File: config.mk
export PLATFORM = sky130hd
export DESIGN_NAME = poly_horner_eval
export DESIGN_NICKNAME = d
export VERILOG_FILES = /design/src/rtl/poly_pkg.sv /design/src/rtl/poly_mac.sv /design/src/rtl/poly_horner_eval.sv
export SDC_FILE = /design/constraint.sdc
export NUM_CORES = 1
export LEC_CHECK = 0
export ABC_CLOCK_PERIOD_IN_PS = 6450
export CORE_ASPECT_RATIO = 1.5
export CORE_MARGIN = 2
export CORE_UTILIZATION = 45
export DETAILED_ROUTE_END_ITERATION = 16
export GPL_TIMING_DRIVEN = 0
export PLACE_DENSITY = 0.59
export SLEW_MARGIN = 25
export SYNTH_ARGS = -nofsm -noshare
export SYNTH_HDL_FRONTEND = slang
export SYNTH_SLANG_ARGS = --single-unit
File: constraint.sdc
create_clock -name clk -period 6.45 [get_ports clk]
set_clock_uncertainty 0.2 [all_clocks]
set_input_delay 1.29 -clock clk [delete_from_list [all_inputs] [get_ports clk]]
set_output_delay 1.29 -clock clk [all_outputs]
set_load 0.02 [all_outputs]
File: src/rtl/poly_pkg.sv
// rtl/poly_pkg.sv - shared types and constants for the Horner polynomial evaluator
package poly_pkg;

  localparam int POLY_DATA_W = 8;

  typedef enum logic [2:0] {
    LOAD_C,
    LOAD_C_WAIT,
    LOAD_X,
    LOAD_X_WAIT,
    EVAL,
    DONE
  } poly_state_t;

  // Index counter width; kept at least one bit so DEGREE==0 still elaborates.
  function automatic int poly_idx_w(input int degree);
    return (degree < 1) ? 1 : $clog2(degree + 1);
  endfunction

endpackage

File: src/rtl/poly_mac.sv
// rtl/poly_mac.sv - combinational acc*x+c with full-width intermediate and overflow bit
module poly_mac #(
  parameter int DATA_W = 8
) (
  input  logic [DATA_W-1:0] acc_i,
  input  logic [DATA_W-1:0] x_i,
  input  logic [DATA_W-1:0] c_i,
  output logic [DATA_W-1:0] y_o,
  output logic              ovf_o
);

  logic [2*DATA_W-1:0] prod;
  logic [2*DATA_W:0]   sum;

  assign prod  = {{DATA_W{1'b0}}, acc_i} * {{DATA_W{1'b0}}, x_i};
  assign sum   = {1'b0, prod} + {{(DATA_W+1){1'b0}}, c_i};
  assign y_o   = sum[DATA_W-1:0];
  // An oversized product always yields an oversized sum, so one test covers both.
  assign ovf_o = |sum[2*DATA_W:DATA_W];

endmodule

File: src/rtl/poly_horner_eval.sv
// rtl/poly_horner_eval.sv - serial-load Horner polynomial evaluator; OVERFLOW_FLAG_EN adds sticky ovf
module poly_horner_eval
  import poly_pkg::*;
#(
  parameter int DATA_W = POLY_DATA_W,
  parameter int DEGREE = 3
) (
  input  logic              clk,
  input  logic              resetn,
  input  logic              go,
  input  logic [DATA_W-1:0] data_in,
  output logic [DATA_W-1:0] data_result,
  output logic              busy,
  output logic              done
`ifdef OVERFLOW_FLAG_EN
  ,
  output logic              ovf
`endif
);

  localparam int IDX_W = poly_idx_w(DEGREE);
  localparam logic [IDX_W-1:0] IDX_TOP = IDX_W'(DEGREE);

  poly_state_t       state_q, state_d;
  logic [IDX_W-1:0]  idx_q, idx_d;
  logic [DATA_W-1:0] coef_q [DEGREE+1];
  logic [DATA_W-1:0] x_q, x_d;
  logic [DATA_W-1:0] acc_q, acc_d;
  logic [DATA_W-1:0] result_q, result_d;
  logic              done_q, done_d;
  logic [DATA_W-1:0] mac_y;
  logic              mac_ovf;

  poly_mac #(.DATA_W(DATA_W)) u_mac (
    .acc_i (acc_q),
    .x_i   (x_q),
    .c_i   (coef_q[idx_q]),
    .y_o   (mac_y),
    .ovf_o (mac_ovf)
  );

`ifdef OVERFLOW_FLAG_EN
  logic ovf_q, ovf_d;
  assign ovf = ovf_q;
`else
  wire unused_mac_ovf = mac_ovf;
`endif

  always_comb begin
    state_d  = state_q;
    idx_d    = idx_q;
    x_d      = x_q;
    acc_d    = acc_q;
    result_d = result_q;
    done_d   = 1'b0;
`ifdef OVERFLOW_FLAG_EN
    ovf_d    = ovf_q;
`endif
    case (state_q)
      LOAD_C: if (go) state_d = LOAD_C_WAIT;
      LOAD_C_WAIT: begin
        if (!go) begin
          if (idx_q == '0) begin
            state_d = LOAD_X;
          end else begin
            idx_d   = idx_q - 1'b1;
            state_d = LOAD_C;
          end
        end
      end
      LOAD_X: begin
        x_d = data_in;
        if (go) state_d = LOAD_X_WAIT;
      end
      LOAD_X_WAIT: begin
        if (!go) begin
          acc_d = coef_q[DEGREE];
`ifdef OVERFLOW_FLAG_EN
          ovf_d = 1'b0;
`endif
          // A constant polynomial has no Horner steps; its value is already in acc.
          if (DEGREE == 0) begin
            state_d = DONE;
          end else begin
            idx_d   = IDX_W'(DEGREE - 1);
            state_d = EVAL;
          end
        end
      end
      EVAL: begin
        acc_d = mac_y;
`ifdef OVERFLOW_FLAG_EN
        ovf_d = ovf_q | mac_ovf;
`endif
        if (idx_q == '0) state_d = DONE;
        else             idx_d   = idx_q - 1'b1;
      end
      DONE: begin
        result_d = acc_q;
        done_d   = 1'b1;
        idx_d    = IDX_TOP;
        state_d  = LOAD_C;
      end
      default: state_d = LOAD_C;
    endcase
  end

  always_ff @(posedge clk or negedge resetn) begin
    if (!resetn) begin
      state_q  <= LOAD_C;
      idx_q    <= IDX_TOP;
      x_q      <= '0;
      acc_q    <= '0;
      result_q <= '0;
      done_q   <= 1'b0;
      for (int i = 0; i <= DEGREE; i++) coef_q[i] <= '0;
`ifdef OVERFLOW_FLAG_EN
      ovf_q    <= 1'b0;
`endif
    end else begin
      state_q  <= state_d;
      idx_q    <= idx_d;
      x_q      <= x_d;
      acc_q    <= acc_d;
      result_q <= result_d;
      done_q   <= done_d;
      if (state_q == LOAD_C) coef_q[idx_q] <= data_in;
`ifdef OVERFLOW_FLAG_EN
      ovf_q    <= ovf_d;
`endif
    end
  end

  assign data_result = result_q;
  assign done        = done_q;
  assign busy        = (state_q == EVAL) || (state_q == DONE);

endmodule

==> impl_metrics.json <==
{
  "status": "complete, no violations",
  "buf_share_pct": 6.41,
  "grt_pass1_vias": 2558,
  "buffers": 34,
  "worstHoldStart": "coef_q[18]",
  "worst-path-stages": 15,
  "vias": 2427,
  "cp-startpoint": "idx_q[0]",
  "path_max_fanout": 10,
  "synthTopCellsByArea": "dfrtp_1 39%, mux2_1 12%, fa_1 9.5%",
  "rsz0062_at_grt": "false",
  "yosys_warnings": 0,
  "final.setup.tns_ns": 0,
  "dp_cells": 457,
  "max_slew_margin_pct": 66.7,
  "port_buffers": 20,
  "slowest_stage": "mux4_1",
  "cts_tree": "built",
  "yosysCellCount": 329,
  "worstPathArrival_ns": 5.09,
  "well_tap_count": 107,
  "regMostFlops": "coef_q",
  "ys_seq_share_pct": 40.8,
  "postCtsHoldBufs": 0,
  "avgSynthCellArea_um2": 11.6,
  "final_core_util_pct": 53.3,
  "cts_setup_buffers": 0,
  "crit_path_start_kind": "flip-flop",
  "routabilityCongestion": 0.812,
  "final-clk-cell-share_pct": 6.07,
  "place_hpwl_mm": 5.71,
  "place_area_mm2": 0.00416,
  "first_pass_iters": 4,
  "wl_mm": 7.70,
  "hold_path_class": "reg -> reg",
  "final_cell_mix": "60 x dfrtp_1, 42 x inv_1, 40 x mux2_1, 38 x nand2_1, 21 x ha_1",
  "hold_end": "coef_q[18]",
  "gr-max-usage-layer": "met2",
  "path_clk_slew_ns": 0.05,
  "whs_ns": 0.276,
  "grt_antenna_before_repair": 0,
  "core_util_floorplan_pct": 45.9,
  "aoi_share_pct": 3.68,
  "drv_cap": 0,
  "finalNonFillerCells": 473,
  "drt_iter0_drc": 81,
  "via_per_inst": 5.13,
  "met3_usage_pct": 3.55,
  "slowest_delay_ns": 0.60,
  "insertion_delay_ns": 0.33,
  "ios": 21,
  "comb_share_pct": 45.9,
  "yosys_area_mm2": 0.00381,
  "cts-resized-gates": 0,
  "clockBufferDepth": 2,
  "critical_path.top_delay_family": "adder cells",
  "synthToLayoutAreaGrowth_pct": 16.3,
  "drive_gt1_share_pct": 10.1,
  "critPathCaptureType": "flip-flop",
  "synth_area_mm2": 0.00381,
  "nNetsFinal": 411,
  "gr-total-overflow": 0,
  "final_layout_top_logic_cell": "dfrtp_1",
  "met1_length_mm": 3.30,
  "critical_path_class": "reg -> reg",
  "grt_pass1_wl_mm": 12.9,
  "wl_per_cell_um": 16.3,
  "htree_levels": 3,
  "mux_area_share_pct": 19.9,
  "inv_count": 42,
  "required_ns": 6.45,
  "period_minus_slack_ns": 5.09,
  "yosysTopAreaCell": "dfrtp_1",
  "use_met1_pct": 22.9,
  "adder_share_pct": 16.3,
  "warning_count": 29,
  "netlist.area_leader.share_pct": 39.4,
  "path_cells": "buf_6 -> mux4_1 -> inv_1 -> fa_1 -> fa_1 -> inv_1 -> fa_1 -> inv_1 -> fa_1 -> inv_1 -> ha_1 -> a21oi_1 -> xnor3_1 -> xnor2_1 -> o21ai_1",
  "flops": 62
}
## cells in the mapped netlist
cell type / instances
nand2_1: 38
nand2b_1: 1
o21ai_1: 3
nor2b_1: 6
a21oi_1: 6
buf_6: 1
o22ai_1: 6
dfstp_2: 2
o21ai_0: 1
a21o_1: 2
xnor2_1: 12
o21a_1: 2
dfrtp_1: 60
and3_1: 1
and2_1: 14
nor3_1: 2
nor2_1: 13
mux2i_1: 1
xor2_1: 3
buf_2: 8
mux2_2: 8
fa_1: 18
a31oi_1: 1
o32ai_1: 1
mux4_2: 1
o21bai_1: 1
mux2_1: 40
nand3_1: 1
clkbuf_1: 4
xnor3_1: 1
ha_1: 21
xnor2_2: 1
inv_1: 42
mux4_1: 7
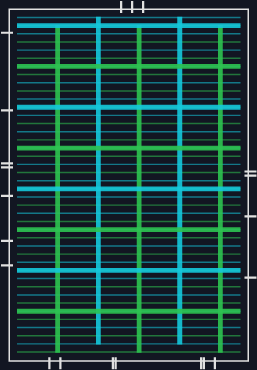
(images/floorplan.png)
Scale: 3 px per um. Pins as bars on the die edge.
cyan -> VDD
green -> VSS
met5 straps = 8
met1 rails = 42
rows = 41
met4 straps = 5
signal pins = 21
die height: 117 um
core area: 0.00831 mm2
DIE WIDTH: 79.2 um

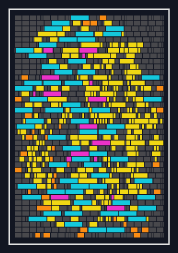
(images/class_map.png)
Scale: 2 px per um. Fill, decap, tap and diode cells in grey.
magenta -> clock drivers and dummy loads  # cells 16, share of their area 6.3%
cyan -> registers  # cells 62, share of their area 36%
orange -> remaining buffers and delay cells  # cells 34, share of their area 6.6%
yellow -> remaining logic cells  # cells 254, share of their area 51%
post-route cell area: 0.00443 mm2
fraction of area in registers: 35.1%
row count: 41

